### Power grid

Bar = 20 µm. Pins as bars on the die edge. Tap cells in grey.
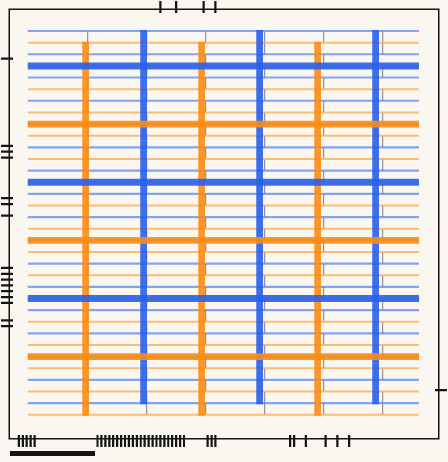
### Wiring by layer

Only two layers are drawn.
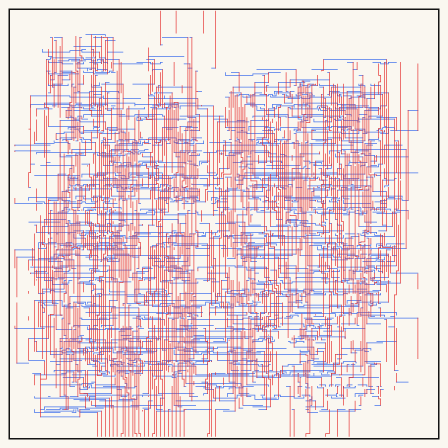
### Zoomed window

Region (63, 13) to (88, 38) µm. Cells in grey, sequential cells in the stronger grey; small squares are vias.
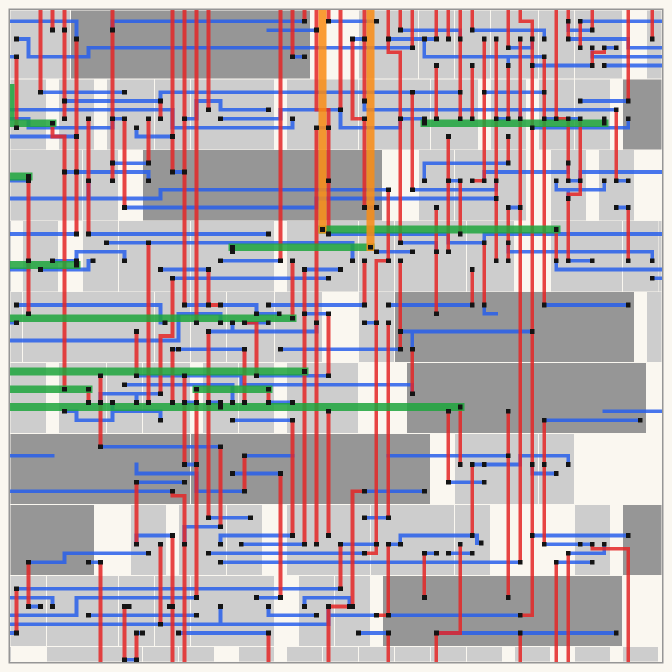
### Track usage over the die

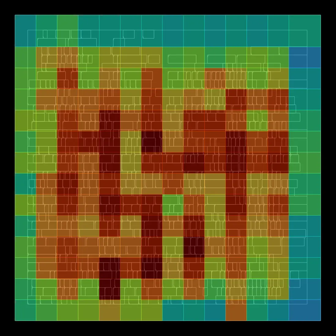
### M4 wires

Cells faint in the background.
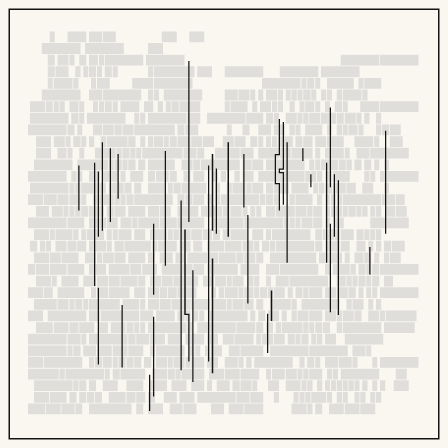
--- config.mk ---
export PLATFORM = sky130hd
export DESIGN_NAME = script_executor_flat
export DESIGN_NICKNAME = d
export VERILOG_FILES = /design/src/rtl/script_pkg.sv /design/src/rtl/script_executor_if.sv /design/src/rtl/script_timer.sv /design/src/rtl/script_executor.sv /design/src/flat_wrapper.sv
export SDC_FILE = /design/constraint.sdc
export NUM_CORES = 1
export LEC_CHECK = 0
export ABC_AREA = 1
export CAP_MARGIN = 0
export CORE_MARGIN = 4
export CORE_UTILIZATION = 51
export CTS_CLUSTER_DIAMETER = 30
export DETAILED_ROUTE_END_ITERATION = 10
export PLACE_DENSITY_LB_ADDON = 0.3
export SLEW_MARGIN = 10
export SYNTH_ARGS = -nofsm -noshare
export SYNTH_HDL_FRONTEND = slang
export SYNTH_SLANG_ARGS = --single-unit
--- constraint.sdc ---
create_clock -name clock -period 1.9 [get_ports clock]
set_clock_uncertainty 0.1 [all_clocks]
set_input_delay 0.38 -clock clock [delete_from_list [all_inputs] [get_ports clock]]
set_output_delay 0.38 -clock clock [all_outputs]
set_load 0.01 [all_outputs]
--- src/rtl/script_pkg.sv ---
// Shared definitions for the script executor: opcode values, FSM state
// encoding, instruction field positions and the wait-length helper.
package script_pkg;

  // Instruction field positions: op in the low bits, immediate in the high byte.
  localparam int OP_LSB  = 0;
  localparam int OP_MSB  = 2;
  localparam int IMM_LSB = 8;
  localparam int IMM_MSB = 15;

  // Opcodes; 3'd5..3'd7 are illegal.
  localparam logic [2:0] OP_END     = 3'd0;
  localparam logic [2:0] OP_SEND    = 3'd1;
  localparam logic [2:0] OP_WAIT_T  = 3'd2;
  localparam logic [2:0] OP_WAIT_FB = 3'd3;
  localparam logic [2:0] OP_JUMP    = 3'd4;

  // Byte placed on the UART path when the script has nothing to send.
  localparam logic [7:0] IDLE_BYTE = 8'h00;

  // Width of the WAIT_T down-counter.
  localparam int TIMER_W = 24;

  typedef enum logic [2:0] {
    ST_IDLE    = 3'd0,
    ST_FETCH   = 3'd1,
    ST_EXEC    = 3'd2,
    ST_SEND    = 3'd3,
    ST_WAIT_T  = 3'd4,
    ST_WAIT_FB = 3'd5,
    ST_DONE    = 3'd6,
    ST_ERROR   = 3'd7
  } state_e;

  function automatic logic [2:0] instr_op(input logic [15:0] instr);
    return instr[OP_MSB:OP_LSB];
  endfunction

  function automatic logic [7:0] instr_imm(input logic [15:0] instr);
    return instr[IMM_MSB:IMM_LSB];
  endfunction

  // Clock cycles for a WAIT_T of imm ticks; 255 * 1536 fits easily in 24 bits.
  function automatic logic [TIMER_W-1:0] wait_cycles(input logic [7:0] imm,
                                                     input int unsigned tick);
    logic [31:0] prod;
    prod = 32'(imm) * 32'(tick);
    return prod[TIMER_W-1:0];
  endfunction

endpackage

--- src/rtl/script_executor_if.sv ---
// Script-memory and UART byte-stream signals of the script executor.
// master: the executor (drives pc and dataIn_bits); slave: its environment.
interface script_executor_if;
  logic [15:0] script;
  logic [7:0]  pc;
  logic        dataOut_valid;
  logic [7:0]  dataOut_bits;
  logic        dataIn_ready;
  logic [7:0]  manual_bits;
  logic [7:0]  dataIn_bits;

  modport master (
    input  script, dataOut_valid, dataOut_bits, dataIn_ready, manual_bits,
    output pc, dataIn_bits
  );

  modport slave (
    output script, dataOut_valid, dataOut_bits, dataIn_ready, manual_bits,
    input  pc, dataIn_bits
  );
endinterface

--- src/rtl/script_timer.sv ---
// Loadable 24-bit down-counter used by the WAIT_T instruction. last_o flags
// the final cycle of a wait so the FSM leaves exactly when the count hits 0.
module script_timer
  import script_pkg::*;
(
  input  logic               clock,
  input  logic               reset,
  input  logic               clear_i,
  input  logic               load_i,
  input  logic [TIMER_W-1:0] load_val_i,
  input  logic               dec_i,
  output logic               zero_o,
  output logic               last_o
);

  logic [TIMER_W-1:0] count_q, count_d;

  // Next count: clear beats load beats decrement; the counter never wraps below 0.
  always_comb begin
    // NOTE: every combinational output gets a default first so no path leaves it unassigned (no latch).
    count_d = count_q;
    if (clear_i) begin
      count_d = '0;
    end else if (load_i) begin
      count_d = load_val_i;
    end else if (dec_i && (count_q != '0)) begin
      count_d = count_q - TIMER_W'(1);
    end
  end

  // Count register with asynchronous reset.
  always_ff @(posedge clock or posedge reset) begin
    // NOTE: sequential state uses non-blocking assignments so all registers update together at the edge.
    if (reset) begin
      count_q <= '0;
    end else begin
      count_q <= count_d;
    end
  end

  assign zero_o = (count_q == '0);
  assign last_o = (count_q == TIMER_W'(1));

endmodule

--- src/rtl/script_executor.sv ---
// Script executor: fetches 16-bit instructions from ScriptMem, sends game
// bytes to the UART, waits on timers or feedback bytes, and muxes the
// manual byte onto the UART path whenever no script is running.
module script_executor
  import script_pkg::*;
#(
  parameter int unsigned PC_STEP     = 2,
  parameter int unsigned FETCH_LAT   = 1,
  parameter int unsigned TICK_CYCLES = 1536
) (
  input  logic                     clock,
  input  logic                     reset,
  input  logic                     start,
  input  logic                     stop,
  input  logic                     script_mode,
  script_executor_if.master        bus,
  output logic                     running,
  output logic                     done,
  output logic                     error
);

  localparam logic [7:0] PC_INC = 8'(PC_STEP);
  // A fetch takes at least one cycle even if FETCH_LAT is set to 0.
  localparam logic [7:0] FETCH_LAST = 8'((FETCH_LAT > 1) ? (FETCH_LAT - 1) : 0);

  state_e      state_q, state_d;
  logic [7:0]  pc_q, pc_d;
  logic [7:0]  tx_q, tx_d;
  logic [7:0]  fb_q, fb_d;
  logic [7:0]  fcnt_q, fcnt_d;

  logic [2:0]  op;
  logic [7:0]  imm;
  logic        halted;

  logic               tmr_clear;
  logic               tmr_load;
  logic [TIMER_W-1:0] tmr_val;
  logic               tmr_dec;
  logic               tmr_zero;
  logic               tmr_last;

  // Reserved instruction bits are intentionally ignored.
  logic unused_rsvd;
  assign unused_rsvd = ^bus.script[7:3];

  assign op  = instr_op(bus.script);
  assign imm = instr_imm(bus.script);

  assign halted = (state_q == ST_IDLE) || (state_q == ST_DONE) || (state_q == ST_ERROR);

  script_timer u_timer (
    .clock      (clock),
    .reset      (reset),
    .clear_i    (tmr_clear),
    .load_i     (tmr_load),
    .load_val_i (tmr_val),
    .dec_i      (tmr_dec),
    .zero_o     (tmr_zero),
    .last_o     (tmr_last)
  );

  // Next-state logic: abort (script_mode, then stop) > start > normal sequencing.
  always_comb begin
    state_d   = state_q;
    pc_d      = pc_q;
    tx_d      = tx_q;
    fb_d      = fb_q;
    fcnt_d    = fcnt_q;
    tmr_clear = 1'b0;
    tmr_load  = 1'b0;
    tmr_val   = '0;
    tmr_dec   = 1'b0;

    if (script_mode || stop) begin
      state_d   = ST_IDLE;
      pc_d      = '0;
      tx_d      = IDLE_BYTE;
      fcnt_d    = '0;
      tmr_clear = 1'b1;
    end else if (start && halted) begin
      state_d   = ST_FETCH;
      pc_d      = '0;
      tx_d      = IDLE_BYTE;
      fcnt_d    = '0;
      tmr_clear = 1'b1;
    end else begin
      unique case (state_q)
        ST_FETCH: begin
          // script becomes valid FETCH_LAT cycles after pc changed.
          if (fcnt_q == FETCH_LAST) begin
            fcnt_d  = '0;
            state_d = ST_EXEC;
          end else begin
            fcnt_d = fcnt_q + 8'd1;
          end
        end

        ST_EXEC: begin
          case (op)
            OP_END: state_d = ST_DONE;
            OP_SEND: begin
              tx_d    = imm;
              state_d = ST_SEND;
            end
            OP_WAIT_T: begin
              if (imm == 8'h00) begin
                pc_d    = pc_q + PC_INC;
                state_d = ST_FETCH;
              end else begin
                tmr_load = 1'b1;
                tmr_val  = wait_cycles(imm, TICK_CYCLES);
                state_d  = ST_WAIT_T;
              end
            end
            OP_WAIT_FB: begin
              fb_d    = imm;
              state_d = ST_WAIT_FB;
            end
            OP_JUMP: begin
              pc_d    = imm;
              state_d = ST_FETCH;
            end
            // Illegal opcode: pc is left pointing at the faulting instruction.
            default: state_d = ST_ERROR;
          endcase
        end

        ST_SEND: begin
          if (bus.dataIn_ready) begin
            tx_d    = IDLE_BYTE;
            pc_d    = pc_q + PC_INC;
            state_d = ST_FETCH;
          end
        end

        ST_WAIT_T: begin
          tmr_dec = 1'b1;
          // Leave on the edge where the count reaches zero.
          if (tmr_last || tmr_zero) begin
            pc_d    = pc_q + PC_INC;
            state_d = ST_FETCH;
          end
        end

        ST_WAIT_FB: begin
          if (bus.dataOut_valid && (bus.dataOut_bits == fb_q)) begin
            pc_d    = pc_q + PC_INC;
            state_d = ST_FETCH;
          end
        end

        default: ; // IDLE, DONE and ERROR hold until start
      endcase
    end
  end

  // State and datapath registers with asynchronous reset.
  always_ff @(posedge clock or posedge reset) begin
    if (reset) begin
      state_q <= ST_IDLE;
      pc_q    <= '0;
      tx_q    <= IDLE_BYTE;
      fb_q    <= '0;
      fcnt_q  <= '0;
    end else begin
      state_q <= state_d;
      pc_q    <= pc_d;
      tx_q    <= tx_d;
      fb_q    <= fb_d;
      fcnt_q  <= fcnt_d;
    end
  end

  assign bus.pc          = pc_q;
  assign bus.dataIn_bits = halted ? bus.manual_bits : tx_q;
  assign running         = !halted;
  assign done            = (state_q == ST_DONE);
  assign error           = (state_q == ST_ERROR);

endmodule

--- src/flat_wrapper.sv ---
// flat-port wrapper written by rule: the top's interface ports become plain ports
module script_executor_flat import script_pkg::*;
#(
  parameter int unsigned PC_STEP     = 2,
  parameter int unsigned FETCH_LAT   = 1,
  parameter int unsigned TICK_CYCLES = 1536
)
  (clock, reset, start, stop, script_mode, running, done, error, bus_script, bus_dataOut_valid, bus_dataOut_bits, bus_dataIn_ready, bus_manual_bits, bus_pc, bus_dataIn_bits);
  script_executor_if bus_i ();
  input  logic clock;
  input  logic reset;
  input  logic start;
  input  logic stop;
  input  logic script_mode;
  output logic running;
  output logic done;
  output logic error;
  input wire logic [$bits(bus_i.script)-1:0] bus_script;
  input wire logic [$bits(bus_i.dataOut_valid)-1:0] bus_dataOut_valid;
  input wire logic [$bits(bus_i.dataOut_bits)-1:0] bus_dataOut_bits;
  input wire logic [$bits(bus_i.dataIn_ready)-1:0] bus_dataIn_ready;
  input wire logic [$bits(bus_i.manual_bits)-1:0] bus_manual_bits;
  output wire logic [$bits(bus_i.pc)-1:0] bus_pc;
  output wire logic [$bits(bus_i.dataIn_bits)-1:0] bus_dataIn_bits;
  assign bus_i.script = bus_script;
  assign bus_i.dataOut_valid = bus_dataOut_valid;
  assign bus_i.dataOut_bits = bus_dataOut_bits;
  assign bus_i.dataIn_ready = bus_dataIn_ready;
  assign bus_i.manual_bits = bus_manual_bits;
  assign bus_pc = bus_i.pc;
  assign bus_dataIn_bits = bus_i.dataIn_bits;
  script_executor #(.PC_STEP(PC_STEP), .FETCH_LAT(FETCH_LAT), .TICK_CYCLES(TICK_CYCLES)) u_core (.clock(clock), .reset(reset), .start(start), .stop(stop), .script_mode(script_mode), .bus(bus_i), .running(running), .done(done), .error(error));
endmodule
==> results_slide.txt <==
Run Summary

Timing
  – Slew of the pin with the lowest slew margin: 434.7 ps
  – Maximum clock rate: 488.5 MHz
  – Worst Slack Setup Final: -147.1 ps
  – Final setup violating endpoints: 13

Cells and area
  – Most numerous logic cell after layout: sky130_fd_sc_hd__nand2_1
  – Area-dominant cell class after layout: multi-input combinational cells
  – Area of the multi-input gates: 0.002820 mm²

Worst setup path
  – Worst Path Arrival: 1570 ps
  – Count of buffer and inverter cells on the critical path: 2

Pwr
  – Clock Power: 0.00136 W
  – Clock share of power: 35.8%
  – Internal power consumption: 0.002609 W
  – Power spent charging and discharging nets: 0.001184 W

Run
  – Max-cap check violation count: 0

Synthesis
  – Multiplexer fraction of the synthesized cell area: 0.2601%
  – Syn Area/Cell: 7.074 µm²

Route
  – Avg Vias per Cell: 5.621
  – Residual antenna-violating net count after detailed routing: 0

Placed design
  – Worst slack, placed: -535.4 ps
  – Routability congestion estimate: 0.9889

Floorplanning
  – Total die size: 0.01003 mm²

Run status
  – Outcome: finished with violations
  – Violated checks: setup timing

CTS
  – Post-CTS setup-driven buffer insertion count: 3

GRT
  – Global routing met2 resource utilization: 47.35%
Notes on 'Power grid' above:
| colour | net |
|---|---|
| orange | VSS |
| blue | VDD |
signal pins: 58
met1 rails: 34
rows: 33
floorplan die width: 100.1 µm
Std-Cell Core Area: 0.008217 mm²

Notes on 'Wiring by layer' above:
| colour | layer | wire length |
|---|---|---|
| red | M2 | 7580 µm |
| blue | M1 | 5630 µm |
routed wire length per instance: 16.90 µm
total routing resource utilization after global routing: 27.57%

Notes on 'Zoomed window' above:
| colour | layer |
|---|---|
| blue | M1 |
| orange | M4 |
| green | M3 |
| red | M2 |
cells with their middle in the window: 69
netlist names of flops here include: u_core.fb_q (4), u_core.u_timer.count_q (3)
sequential cells in the window: 7
most frequent: nand2_1 (23), nand3_1 (8), buf_4 (8)

Notes on 'Track usage over the die' above:
layer with the highest usage: met2
met1 track demand over resource: 31.88%
fraction of the core area covered by cells at the end of the flow: 78.15%
met3 Track Usage GR: 5.837%

Notes on 'M4 wires' above:
main direction: vertical
longest straight run: 45.6 µm
share of all routed wire: 4.9%
nets with wire on the layer: 35
wire length on this layer: 726 µm
overall routed net length: 14920 µm
total number of vias: 4963

Power is estimated from default activity; no workload was simulated.
